==> config.mk <==
export PLATFORM = sky130hd
export DESIGN_NAME = divmul_arbiter
export DESIGN_NICKNAME = d
export VERILOG_FILES = /design/src/rtl/divmul_arbiter.sv
export SDC_FILE = /design/constraint.sdc
export NUM_CORES = 1
export LEC_CHECK = 0
export CORE_AREA = 2 2 109 111
export DETAILED_ROUTE_END_ITERATION = 7
export DIE_AREA = 0 0 111 113
export PLACE_DENSITY = 0.78
export SLEW_MARGIN = 10
export SYNTH_ARGS = -nofsm -noshare
export SYNTH_HDL_FRONTEND = slang
export SYNTH_SLANG_ARGS = --single-unit
==> constraint.sdc <==
create_clock -name clk -period 5.92 [get_ports clk]
set_clock_uncertainty 0.15 [all_clocks]
set_input_delay 0.592 -clock clk [delete_from_list [all_inputs] [get_ports clk]]
set_output_delay 0.592 -clock clk [all_outputs]
set_load 0.01 [all_outputs]
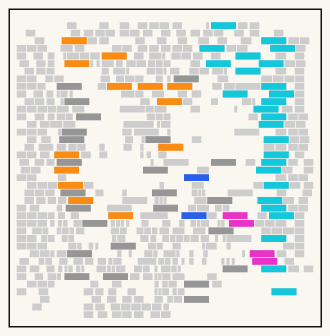
Figure 1: run 1, register map, names as in the netlist.
Other sequential cells in the stronger gray, the rest of the logic in the fainter gray.
[state_q] blue | flops: 2
[rsp_data] cyan | flops: 26
[rsp_valid] magenta | flops: 4 | where: south-east
[unit_a] orange | flops: 13
area used by sequential logic in the layout: 1730 sq um
flip-flop and latch power: 854 uW

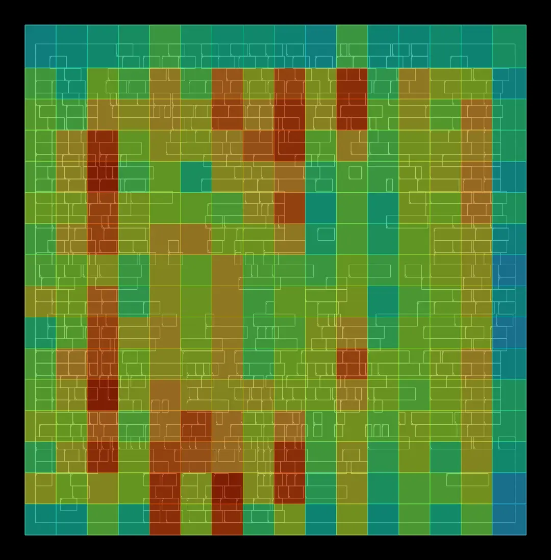
Figure 2: run 1, congestion heat map.
fraction of met3 tracks used by global routing: 4.45%
GR Util All Layers: 18.2%

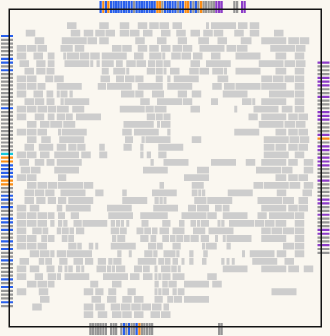
Figure 3: run 1, ports around the boundary.
Pins as bars across the die edge, other pins in gray.
[unit_a] orange | pins: 13 | direction: output | edge: 7 north, 4 west, 1 east, 1 south
[unit_load] cyan | pins: 1 | direction: output | edge: west
[rsp_data] purple | pins: 26 | direction: output | edge: 21 east, 5 north
[op_a] blue | pins: 52 | direction: input | edge: 28 north, 21 west, 3 south
PortBufs: 198
Die Span Y: 113 um

==> run summary <==
Reports from this run.

- Per the OpenROAD floorplan log, the area of the core is 11300 sq um.
- The count of pins over their slew limit reads 0.
- The highest routing layer actually used reads met4.
- The number of post-CTS setup repair buffers is 0.
- STA classifies the critical path endpoint as a flip-flop.
- The count of mapped cells out of synthesis reads 357.
- The total non-filler cell area in the finished layout is 6210 sq um.
- Of the total power, combinational logic draws 51.7%.
- The power density normalized to cell area is 458 nW/um^2.
- In this run the maximum-capacitance check reported violations numbering 0.
- The number of nets in the final layout reads 679.
- The site row count reads 39.
- The TritonCTS clock tree reads yes.
- The area growth from synthesis to layout reads 59.0%.
- The data required time of the critical path is 5.93 ns.
- The timing report attributes the biggest portion of critical-path delay to AND-OR/OR-AND gates.
- The number of enable-type register cells in the synthesized netlist is 0.
- Hold is met by 0.346 ns.
- The first routing iteration left 139 violations.
- The pin count of the biggest net entering global routing reads 41.
- The number of nets in the synthesized netlist is 499.
- Timing would allow up to 0.276 GHz.
- Sequential cells burn 30.0% of the power.
- The fill cell instance count of the final layout reads 984.
- The arrival time at the worst endpoint is 3.63 ns.
- The most frequently used flop master after synthesis reads sky130_fd_sc_hd__dfrtp_1.
- The critical path runs through a total of 6 cells.
- After synthesis, the design contains 357 cells according to Yosys.
- The wire length recorded after detailed routing is 11.8 mm.
- The fraction of registers with async set or reset after synthesis reads 100%.
- The aggregate global routing overflow is 0.
- The number of antenna diodes reads 0.
- The worst path buffer plus inverter count reads 1.
- The routed wire length on met2 reads 5.76 mm.
- The delay of the slowest cell on the worst path reads 0.82 ns.
- The post-cts resize count reads 0.
- The path category of the worst min-delay check is reg2reg.
- The analysis attributes to net switching a power of 1.01 mW.
- The chip occupies 12500 sq um.
- Per the detail_route report, routed wire per instance is 17.2 um.
- The worst-case register-to-register setup slack is 2.62 ns.
- Each instance of the synthesized netlist takes up on average 10.9 sq um.
- The via count of the first global-routing pass is 3606.
- The post-route minimum period reads 3.62 ns.
- The logic area is 1970 sq um.
- Leaving out fill and tap cells, the most frequent cells in the layout are 198 x sky130_fd_sc_hd__clkdlybuf4s50_1, 69 x sky130_fd_sc_hd__dfrtp_1, 30 x sky130_fd_sc_hd__nor2_1, 27 x sky130_fd_sc_hd__mux2_2, 19 x sky130_fd_sc_hd__and4_1.
- The type of the setup path with the least slack is in2reg.
- The horizontal die dimension reported for this design is 111 um.
- The fraction of layout instances using a drive strength above 1 reads 13.7%.
- The number of DRC violations after detailed routing reads 0.
- The number of antenna violations at the first check in global routing was 0.
- The number of buffers on the longest clock path is 2.
- The flow ran to the end, and the final reports show no timing, DRC or antenna violations.
- The summed standard-cell area reported by yosys is 3910 sq um.
- The number of primary I/O pins is 200.
- The detailed-router iteration count before antenna repair reads 4.
- Listed in order, past its start point the critical path passes clkdlybuf4s50_1 -> nor2_1 -> o21bai_4 -> nand3_2 -> a2111oi_2 -> a311oi_1.
- Nets still carrying antenna violations after routing amount to 0.
- The weighted congestion at the end of routability-driven global placement is 0.916.
- The OpenROAD warning count reads 30.
- Setup repair after global routing left no endpoint under its margin.
run 1: final cells by class:
cell class / instances / area share, %
Timing Repair Buffer: 201 / 32.3
Clock buffer: 12 / 3.97
Tap cell: 143 / 2.88
Multi-Input combinational cell: 244 / 31.6
Inverter: 12 / 0.725
Clock inverter: 4 / 0.765
Sequential cell: 69 / 27.8
run 1: power by group through the flow:
| stage | clock (mW) | combinational [mW] | sequential (mW) |
|---|---|---|---|
| finish | 0.520 | 1.47 | 0.854 |
| global route | 0.560 | 1.59 | 0.883 |
| CTS | 0.536 | 1.49 | 0.856 |
| detailed placement | 0 | 1.49 | 0.858 |
| floorplan | 0 | 0.791 | 0.910 |
| global placement | 0 | 1.45 | 0.850 |
run 1: routing by layer:
metal  GRT usage [%]  vias to the layer above
li1                -                     1709
met1            23.0                     1714
met2            30.9                      189
met3            4.45                       16
met4            5.92                        0
met5               0                        -
run 1: synthesized netlist by cell type (7+ instances only):
| cell type | count | area share (%) |
|---|---|---|
| sky130_fd_sc_hd__nor2_1 | 30 | 2.9 |
| sky130_fd_sc_hd__o21ai_1 | 8 | 1.0 |
| sky130_fd_sc_hd__mux2_2 | 27 | 7.8 |
| sky130_fd_sc_hd__inv_1 | 11 | 1.1 |
| sky130_fd_sc_hd__clkbuf_1 | 11 | 1.1 |
| sky130_fd_sc_hd__and4_1 | 19 | 4.3 |
| sky130_fd_sc_hd__a211oi_1 | 15 | 2.9 |
| sky130_fd_sc_hd__a221oi_1 | 7 | 1.6 |
| sky130_fd_sc_hd__mux2i_1 | 15 | 3.8 |
| sky130_fd_sc_hd__dfrtp_1 | 69 | 44 |
| sky130_fd_sc_hd__buf_2 | 10 | 1.3 |
| sky130_fd_sc_hd__a211oi_2 | 11 | 3.5 |
| sky130_fd_sc_hd__o22a_1 | 7 | 1.6 |
| sky130_fd_sc_hd__a21oi_1 | 15 | 1.9 |
run 1: cells by family (layout without fill, tap and decap cells):
group | after synthesis | after routing | synth area share (%)
muxes | 42 | 42 | 11.6
buffers and inverters | 44 | 229 | 5.51
and+or+nand+nor | 87 | 87 | 14.0
other | 1 | 1 | 0.0960
xor gates and xnor gates | 1 | 1 | 0.224
AOI/OAI and AO/OA | 108 | 108 | 22.7
adders and majority gates | 5 | 5 | 1.60
DFF | 69 | 69 | 44.2
run 1: metrics by stage:
stage	worst slack (ns)	util, %	power [mW]	std cells
floorplan	3.44	-	1.70	357
global placement	2.13	52.5	2.30	669
detailed placement	2.03	52.5	2.34	669
CTS	2.36	55.1	2.88	685
global route	2.05	55.1	3.04	685
finish	2.30	55.1	2.85	685
No activity file was given, so power comes from the tool's default toggle rates.
